`src/rtl/move_sequencer_pkg.sv`:
```
`default_nettype none
// +--------------------------------------------------------------------+
// | Module  : move_sequencer_pkg                                       |
// | Purpose : Shared types and constants for the move sequencer and    |
// |           the X/Y position tracker it drives.                      |
// | Contents: direction bit indices, coordinate type, FSM state enum,  |
// |           one-hot direction helper.                                |
// | Revision: 1.0  initial release                                     |
// +--------------------------------------------------------------------+
package move_sequencer_pkg;

   // Bit positions on the dir_udlr bus.
   localparam int DIR_RIGHT = 3;   // x + 1
   localparam int DIR_LEFT  = 2;   // x - 1
   localparam int DIR_DOWN  = 1;   // y - 1
   localparam int DIR_UP    = 0;   // y + 1

   // 8-bit grid coordinate, wraps modulo 256; shared with the tracker.
   typedef logic [7:0] coord_t;

   typedef enum logic [1:0] {
      IDLE  = 2'd0,
      PULSE = 2'd1,
      GAP   = 2'd2
   } move_state_t;

   // One-hot dir_udlr pattern for a single direction bit index.
   function automatic logic [3:0] dir_onehot(input int idx);
      return 4'b0001 << idx;
   endfunction

endpackage : move_sequencer_pkg
`default_nettype wire

```
`src/rtl/axis_step.sv`:
```
`default_nettype none
// +--------------------------------------------------------------------+
// | Module  : axis_step                                                |
// | Purpose : Decides whether one axis still needs to move and which   |
// |           way the shortest wrap-around path goes.                  |
// | Ports   : cur      in  current coordinate                          |
// |           target   in  commanded coordinate                        |
// |           active   out axis not yet at target                      |
// |           positive out step +1 (RIGHT/UP) when set, -1 otherwise   |
// | Revision: 1.0  initial release                                     |
// +--------------------------------------------------------------------+
module axis_step
   import move_sequencer_pkg::*;
(
   input  coord_t cur,
   input  coord_t target,
   output logic   active,
   output logic   positive
);

   // Distance travelling in the + direction, modulo 256.
   coord_t w_delta;

   assign w_delta  = target - cur;
   assign active   = (w_delta != 8'd0);
   // 1..128 is shorter (or tied at 128) going +; 129..255 is shorter going -.
   assign positive = active && (w_delta <= 8'd128);

endmodule : axis_step
`default_nettype wire

```
`src/rtl/move_sequencer.sv`:
```
`default_nettype none
// +--------------------------------------------------------------------+
// | Module  : move_sequencer                                           |
// | Purpose : Walks an edge-triggered X/Y tracker to a commanded       |
// |           target, one grid step per STEP_DIV cycles, via the       |
// |           shortest wrap-around path (X first, then Y).             |
// | Ports   : clk, rst_n        clock, async active-low reset          |
// |           cmd_valid/ready   target handshake (ready only in IDLE)  |
// |           cmd_x, cmd_y      target, sampled on handshake           |
// |           abort             end current move after this edge       |
// |           dir_udlr          one-hot registered step pulses         |
// |           busy, done        move in progress / one-cycle finish    |
// |           cur_x, cur_y      shadow of the tracker position         |
// | Revision: 1.0  initial release                                     |
// +--------------------------------------------------------------------+
module move_sequencer
   import move_sequencer_pkg::*;
#(
   parameter int STEP_DIV = 4          // cycles per step, 2..255
)(
   input  logic       clk,
   input  logic       rst_n,
   input  logic       cmd_valid,
   output logic       cmd_ready,
   input  coord_t     cmd_x,
   input  coord_t     cmd_y,
   input  logic       abort,
   output logic [3:0] dir_udlr,
   output logic       busy,
   output logic       done,
   output coord_t     cur_x,
   output coord_t     cur_y
);

   // GAP ends when the counter (cleared on PULSE exit) reaches this value,
   // giving STEP_DIV-1 low cycles.
   localparam logic [7:0] c_GAP_LAST = 8'(STEP_DIV - 2);

   move_state_t r_state, w_state_nxt;
   coord_t      r_cur_x, r_cur_y, w_cur_x_nxt, w_cur_y_nxt;
   coord_t      r_tgt_x, r_tgt_y, w_tgt_x_nxt, w_tgt_y_nxt;
   logic [7:0]  r_cnt, w_cnt_nxt;
   logic [3:0]  r_dir, w_dir_nxt;
   logic        r_done, w_done_nxt;

   logic        w_accept;
   coord_t      w_sel_tgt_x, w_sel_tgt_y;
   logic        w_x_active, w_x_pos, w_y_active, w_y_pos;
   logic        w_more;
   logic [3:0]  w_step_dir;

   assign w_accept = cmd_valid && (r_state == IDLE);

   // In IDLE the first step is decided straight from the incoming command;
   // afterwards from the latched target.
   assign w_sel_tgt_x = (r_state == IDLE) ? cmd_x : r_tgt_x;
   assign w_sel_tgt_y = (r_state == IDLE) ? cmd_y : r_tgt_y;

   axis_step u_axis_x (
      .cur      (r_cur_x),
      .target   (w_sel_tgt_x),
      .active   (w_x_active),
      .positive (w_x_pos)
   );

   axis_step u_axis_y (
      .cur      (r_cur_y),
      .target   (w_sel_tgt_y),
      .active   (w_y_active),
      .positive (w_y_pos)
   );

   assign w_more = w_x_active || w_y_active;

   // X finishes completely before Y starts; exactly one bit ever set.
   always_comb begin
      w_step_dir = 4'b0000;
      if (w_x_active) begin
         w_step_dir = w_x_pos ? dir_onehot(DIR_RIGHT) : dir_onehot(DIR_LEFT);
      end else if (w_y_active) begin
         w_step_dir = w_y_pos ? dir_onehot(DIR_UP) : dir_onehot(DIR_DOWN);
      end
   end

   // Next-state and next-output logic.
   always_comb begin
      w_state_nxt = r_state;
      w_cur_x_nxt = r_cur_x;
      w_cur_y_nxt = r_cur_y;
      w_tgt_x_nxt = r_tgt_x;
      w_tgt_y_nxt = r_tgt_y;
      w_cnt_nxt   = r_cnt;
      w_dir_nxt   = 4'b0000;
      w_done_nxt  = 1'b0;

      case (r_state)
         IDLE: begin
            if (w_accept) begin
               w_tgt_x_nxt = cmd_x;
               w_tgt_y_nxt = cmd_y;
               if (w_more) begin
                  w_state_nxt = PULSE;
                  w_dir_nxt   = w_step_dir;
               end else begin
                  w_done_nxt  = 1'b1;
               end
            end
         end

         PULSE: begin
            // The tracker steps on this same edge, so the shadow always
            // commits the step, even when aborting.
            if (r_dir[DIR_RIGHT]) w_cur_x_nxt = r_cur_x + 8'd1;
            if (r_dir[DIR_LEFT])  w_cur_x_nxt = r_cur_x - 8'd1;
            if (r_dir[DIR_UP])    w_cur_y_nxt = r_cur_y + 8'd1;
            if (r_dir[DIR_DOWN])  w_cur_y_nxt = r_cur_y - 8'd1;
            w_cnt_nxt = 8'd0;
            if (abort) begin
               w_state_nxt = IDLE;
               w_done_nxt  = 1'b1;
            end else begin
               w_state_nxt = GAP;
            end
         end

         GAP: begin
            if (abort) begin
               w_state_nxt = IDLE;
               w_done_nxt  = 1'b1;
            end else if (r_cnt == c_GAP_LAST) begin
               if (w_more) begin
                  w_state_nxt = PULSE;
                  w_dir_nxt   = w_step_dir;
               end else begin
                  w_state_nxt = IDLE;
                  w_done_nxt  = 1'b1;
               end
            end else begin
               w_cnt_nxt = r_cnt + 8'd1;
            end
         end

         default: begin
            w_state_nxt = IDLE;
         end
      endcase
   end

   always_ff @(posedge clk or negedge rst_n) begin
      if (!rst_n) begin
         r_state <= IDLE;
      end else begin
         r_state <= w_state_nxt;
      end
   end

   always_ff @(posedge clk or negedge rst_n) begin
      if (!rst_n) begin
         r_cur_x <= 8'd0;
         r_cur_y <= 8'd0;
         r_tgt_x <= 8'd0;
         r_tgt_y <= 8'd0;
         r_cnt   <= 8'd0;
         r_dir   <= 4'b0000;
         r_done  <= 1'b0;
      end else begin
         r_cur_x <= w_cur_x_nxt;
         r_cur_y <= w_cur_y_nxt;
         r_tgt_x <= w_tgt_x_nxt;
         r_tgt_y <= w_tgt_y_nxt;
         r_cnt   <= w_cnt_nxt;
         r_dir   <= w_dir_nxt;
         r_done  <= w_done_nxt;
      end
   end

   assign cmd_ready = (r_state == IDLE);
   assign busy      = (r_state != IDLE);
   assign dir_udlr  = r_dir;
   assign done      = r_done;
   assign cur_x     = r_cur_x;
   assign cur_y     = r_cur_y;

endmodule : move_sequencer
`default_nettype wire

```
`config.mk`:
```
export PLATFORM = sky130hd
export DESIGN_NAME = move_sequencer
export DESIGN_NICKNAME = d
export VERILOG_FILES = /design/src/rtl/move_sequencer_pkg.sv /design/src/rtl/axis_step.sv /design/src/rtl/move_sequencer.sv
export SDC_FILE = /design/constraint.sdc
export NUM_CORES = 1
export LEC_CHECK = 0
export CORE_MARGIN = 5
export CORE_UTILIZATION = 57
export DETAILED_ROUTE_END_ITERATION = 10
export PLACE_DENSITY_LB_ADDON = 0.1
export SLEW_MARGIN = 20
export SYNTH_ARGS = -nofsm -noshare
export SYNTH_HDL_FRONTEND = slang
export SYNTH_HIERARCHICAL = 1
export SYNTH_SLANG_ARGS = --single-unit
```
`constraint.sdc`:
```
create_clock -name clk -period 5.7 [get_ports clk]
set_clock_uncertainty 0.2 [all_clocks]
set_input_delay 0.57 -clock clk [delete_from_list [all_inputs] [get_ports clk]]
set_output_delay 0.57 -clock clk [all_outputs]
set_load 0.1 [all_outputs]
```
==> run_1/detail.png <==
Region (29, 29) to (59, 59) um. Cells in grey, sequential cells in the stronger grey; small squares are vias.
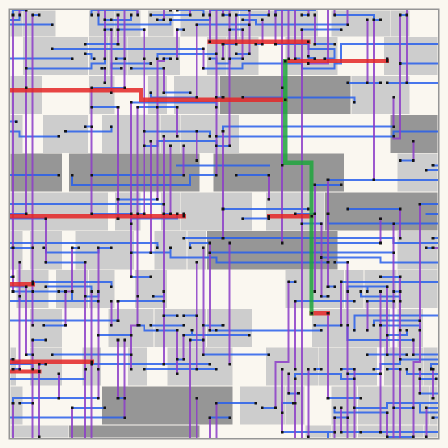
metal 2 -> purple
metal 1 -> blue
metal 4 -> green
metal 3 -> red
sequential cells in the window = 6
cells with their middle in the window = 68
most frequent = dfrtp_1 (6)
netlist names of flops here include = r_tgt_y (3)

==> run_1/placement.png <==
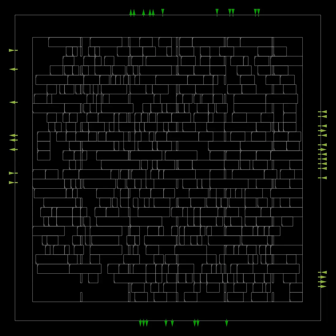
Core Rows: 28
core region area: 0.00592 mm^2
registers: 47
Layout Cells excl Fill: 472
fillers: 475

==> CHANGELOG.md, run 1 <==
### Implementation results

* Syn Inst Count at between 300 and 400
* CP required at between 5 and 6 ns
* Outcome: finished clean
* Worst-case vdd ir drop at about 0.44 mV
* Post-synth ARST share at 1.00
* Top cells by area: dfrtp_1 34%, ha_1 10%, mux2_1 5.2%
* Combinational share of cell area at 0.524
* Comb group at 1.12 mW
* Worst-margin pin slew at 0.986 ns
* Synthesized flop and latch total at approximately 47
* Number of enable flip-flop cells at 0
* Chip footprint at 0.00775 mm^2
* Vias per cell at ~5.8
* Clock power share at 0.153
* Simple-Gate Fraction of Synth Area at 0.155
* Yosys Instances at 354
* Seq area share at 0.289
* Slew HR at 0.340
* Biggest Area Class: logic gates
* Met1 wire length at between 3000 and 4000 um
* Kind of critical path: flop to flop
* Setup TNS Final at 0 ns
* Mapped cell area at between 0.003 and 0.004 mm^2
* Slowest stage delay, CP at 0.51 ns
* Routed wire length at about 7400 um
* WHS at around 0.075 ns
* MI comb cells at between 200 and 300
* Crit path buf inv count at 0
* Seq power at 0.492 mW
* Total gr overflow at 0
* Diodes inserted at 0
* Clk buf depth at 2
* # IOs at 43
* Post-route antenna net violation count at 0
* Tool warnings at 27
==> run_1/wires.png <==
Scale: 4 px per um. Two of the layers only.
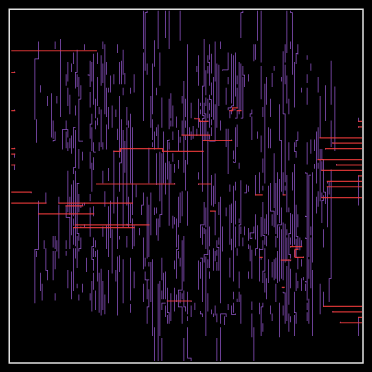
metal 3 -> red  # wire length 300 um
metal 2 -> purple  # wire length 3440 um

==> run_1/logic_types.png <==
Scale: 4 px per um.
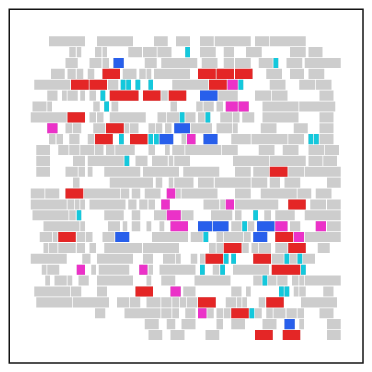
inv cells -> cyan  # cells 32
and/or cells -> magenta  # cells 17
fa/ha/maj cells -> red  # cells 30
non-inverting ao/oa cells -> blue  # cells 11

## run 1: final timing paths
kind / slack (ns) / from / end
setup / recovery: 2.08 / r_state[0]$_DFFE_PN0P_ / done$_DFF_PN0_
hold / removal: 0.08 / rst_n / cur_y[3]$_DFFE_PN0P_
setup reg to reg: 2.08 / r_state[0]$_DFFE_PN0P_ / done$_DFF_PN0_
hold reg to reg: 0.29 / r_tgt_x[0]$_DFFE_PN0P_ / r_tgt_x[0]$_DFFE_PN0P_
max in group asynchronous: 4.83 / rst_n / r_state[0]$_DFFE_PN0P_
min in group clk: 0.29 / r_tgt_x[0]$_DFFE_PN0P_ / r_tgt_x[0]$_DFFE_PN0P_
==> run 2: changes to the inputs <==
--- a/config.mk
+++ b/config.mk
@@ -6,7 +6,7 @@
 export NUM_CORES = 1
 export LEC_CHECK = 0
 export CORE_MARGIN = 5
-export CORE_UTILIZATION = 57
+export CORE_UTILIZATION = 51
 export DETAILED_ROUTE_END_ITERATION = 10
 export PLACE_DENSITY_LB_ADDON = 0.1
 export SLEW_MARGIN = 20
==> constraint.sdc (replaced) <==
create_clock -name clk -period 3.13 [get_ports clk]
set_clock_uncertainty 0.2 [all_clocks]
set_input_delay 0.313 -clock clk [delete_from_list [all_inputs] [get_ports clk]]
set_output_delay 0.313 -clock clk [all_outputs]
set_load 0.1 [all_outputs]
==> CHANGELOG.md, run 2 <==
### Implementation results

* Launch point of the worst reg-to-reg path: r_state[0]$_DFFE_PN0P_
* Most instantiated cells after synthesis: 47 x dfrtp_1, 32 x inv_1, 28 x ha_1, 28 x o21ai_0, 21 x nand2_1
* Comb group at 2.45 mW
* Power Clock at 0.476 mW
* Core region area at about 0.0067 mm^2
* Net switching power at roughly 1.8 mW
* Simple-Gate Fraction of Synth Area at 0.155
* R2R setup slack at -0.0005 ns
* Chip footprint at around 0.0086 mm^2
* Syn Inst Count at around 350
* Routed wire length at ~8000 um
* Slowest stage delay, CP at about 0.4 ns
* Hpwl dp at a little under 6000 um
* Diodes inserted at 0
* Kind of critical path: flop to flop
* Yosys Instances at between 300 and 400
* Layout cells sized above 1 at 0.274
* Fillers at 545
* Slew HR at 0.592
* Setup TNS Final at -0.000458 ns
* Avg Cell Area, Syn at between 9 and 10 um^2
* DRT iter0 DRCs at 72
* Worst-margin pin slew at 0.613 ns
* Reg2reg end: dir_udlr[3]$_DFF_PN0_
* Clk buf depth at 2
* WHS Endpoint: r_tgt_x[7]$_DFFE_PN0P_
* Number of enable flip-flop cells at 0
* Crit path capture: dir_udlr[3]$_DFF_PN0_
* Tool warnings at 29
* First-pass GRT wire length at approximately 13000 um
* # IOs at approximately 43
* Setup WS post-layout at -0.000458 ns
* Pin count of the biggest net entering global routing at 48
* Post-route antenna net violation count at 0
* Post-synth ARST share at 1.00
* Worst-case vdd ir drop at about 0.8 mV
* Layout Cells excl Fill at about 500
* Seq power at 0.908 mW
* Clock power share at 0.124
* CP required at 3.18 ns
* Outcome: finished with violations
* Synthesized flop and latch total at 47
* Core Rows at 30
* Vias per cell at 5.64
* WHS at just under 0.3 ns
* Total gr overflow at 0
* Endpoints failing setup at 1
* Critical path origin: r_state[0]$_DFFE_PN0P_
* Failing checks: negative setup slack
-- run 2: final cells by class --
class	count	area (um^2)	share of cell area
inverters	32	123	0.0277
well taps	80	100	0.0226
clock buffers	6	82.6	0.0186
clock inverters	2	35.0	0.00791
flip-flops and latches	47	1180	0.265
repair buffers	65	558	0.126
multi-input cells	268	2360	0.532
-- run 2: routing by layer --
| metal | track usage | up-vias | routed length, um |
|---|---|---|---|
| met3 | 0.0333 | 11 | 214 |
| met4 | 0.0483 | 0 | 119 |
| met5 | 0 | - | 0 |
| li1 | - | 1424 | - |
| met1 | 0.250 | 1342 | 3920 |
| met2 | 0.313 | 44 | 3740 |
-- run 2: timing repair --
item                       4_1_cts  5_1_grt
setup buffers                    3        7
hold endpoints to repair         0       47
hold buffers                     0        1
pin swaps                        8       16
resized                          5       37
setup endpoints to repair        4        6
==> run_2/detail.png <==
Region (31, 31) to (61, 61) um. Cells in grey, sequential cells in the stronger grey; small squares are vias.
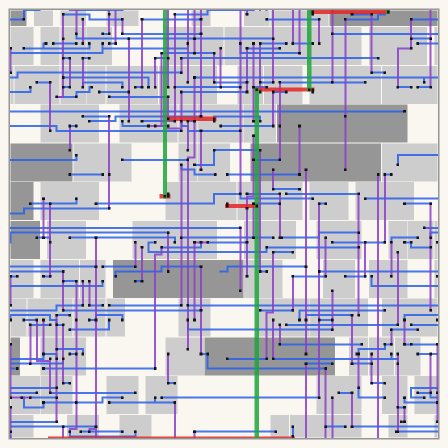
metal 1 -> blue
metal 3 -> red
metal 2 -> purple
metal 4 -> green
sequential cells in the window = 4
most frequent = buf_4 (7), a21oi_1 (6), inv_1 (5)
cells with their middle in the window = 68
netlist names of flops here include = dir_udlr (3), done (1)

==> run_2/metal_density.png <==
Scale: 3 px per um. 19 x 19 tiles, from dark purple (low) to yellow (high), scaled to the fullest tile. Values are wire area over tile area, all layers added.
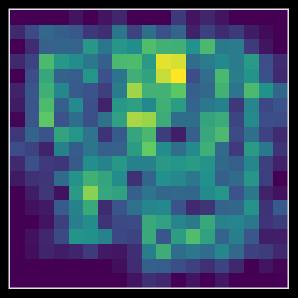

==> run 3: changes to the inputs <==
--- a/config.mk
+++ b/config.mk
@@ -9,6 +9,8 @@
 export CORE_UTILIZATION = 51
 export DETAILED_ROUTE_END_ITERATION = 10
 export PLACE_DENSITY_LB_ADDON = 0.1
+export REMOVE_ABC_BUFFERS = 1
+export SETUP_SLACK_MARGIN = 0.4
 export SLEW_MARGIN = 20
 export SYNTH_ARGS = -nofsm -noshare
 export SYNTH_HDL_FRONTEND = slang
==> run_3/metal_density.png <==
Scale: 3 px per um. 19 x 19 tiles, from dark purple (low) to yellow (high), scaled to the fullest tile. Values are wire area over tile area, all layers added.
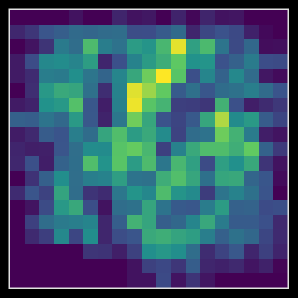
tiles over half the peak = 22%
emptiest ninth of the die = bottom left
nearly empty tiles = 13%

==> CHANGELOG.md, run 3 <==
### Implementation results

* Outcome: finished clean
* Chip footprint at ~0.0086 mm^2
* Launch point of the worst reg-to-reg path: r_state[1]$_DFFE_PN0P_
* Met2 GRT Util at 0.326
* WL met3 at 299 um
* Net switching power at around 1.9 mW
* Logic area at ~0.0024 mm^2
* First-pass GRT wire length at 13700 um
* Hpwl dp at around 5800 um
* Most instantiated cells after synthesis: 47 x dfrtp_1, 32 x inv_1, 28 x ha_1, 28 x o21ai_0, 21 x nand2_1
* Core region area at about 0.0067 mm^2
* WHS at slightly below 0.3 ns
* Syn Inst Count at approximately 350
* Mapped cell area at around 0.0035 mm^2
* Biggest Area Class: logic gates
* Yosys Instances at between 300 and 400
* Number of enable flip-flop cells at 0
* Setup WS post-layout at just over 0.07 ns
* Combinational share of cell area at 0.533
* Seq area share at 0.256
* Registers at approximately 47
* R2R setup slack at between 0.07 and 0.08 ns
* Core Rows at 30
* Bufs w/o clock at 73
* Layout Cells excl Fill at approximately 510
* Non-clk invs at 32
* # IOs at 43
* Final non-clock buffer share at 0.140
* Worst-case vdd ir drop at approximately 0.66 mV
* Diodes inserted at 0
* Clk cell area share at 0.0226
* Clock power share at 0.103
* Post-route antenna net violation count at 0
-- run 3: power by group through the flow --
stage               registers (mW)  logic [mW]  clock network, mW
floorplan                     1.30        1.18                  0
global placement             0.894        2.12                  0
detailed placement           0.902        2.16                  0
CTS                          0.896        2.45              0.430
global route                 0.919        2.95              0.462
finish                       0.899        2.75              0.418
-- run 3: critical path, delay by kind of cell (launching register included) --
kind            cells  cell delay (ns)
compound gates      3             0.59
xor+xnor            1             0.14
fa+ha+maj           1             0.31
buf+inv             4             0.50
flops               1             0.41
mux                 1             0.35
simple gates        3             0.47
-- run 3: what timing repair did --
action	in CTS	in global routing
gates cloned	1	0
setup endpoints to repair	6	6
hold buffers	1	0
gates resized	32	22
buffers inserted	4	4
hold endpoints to repair	24	0
pin swaps	14	15
Power figures rest on the tool's default switching activity, not on a simulated workload.
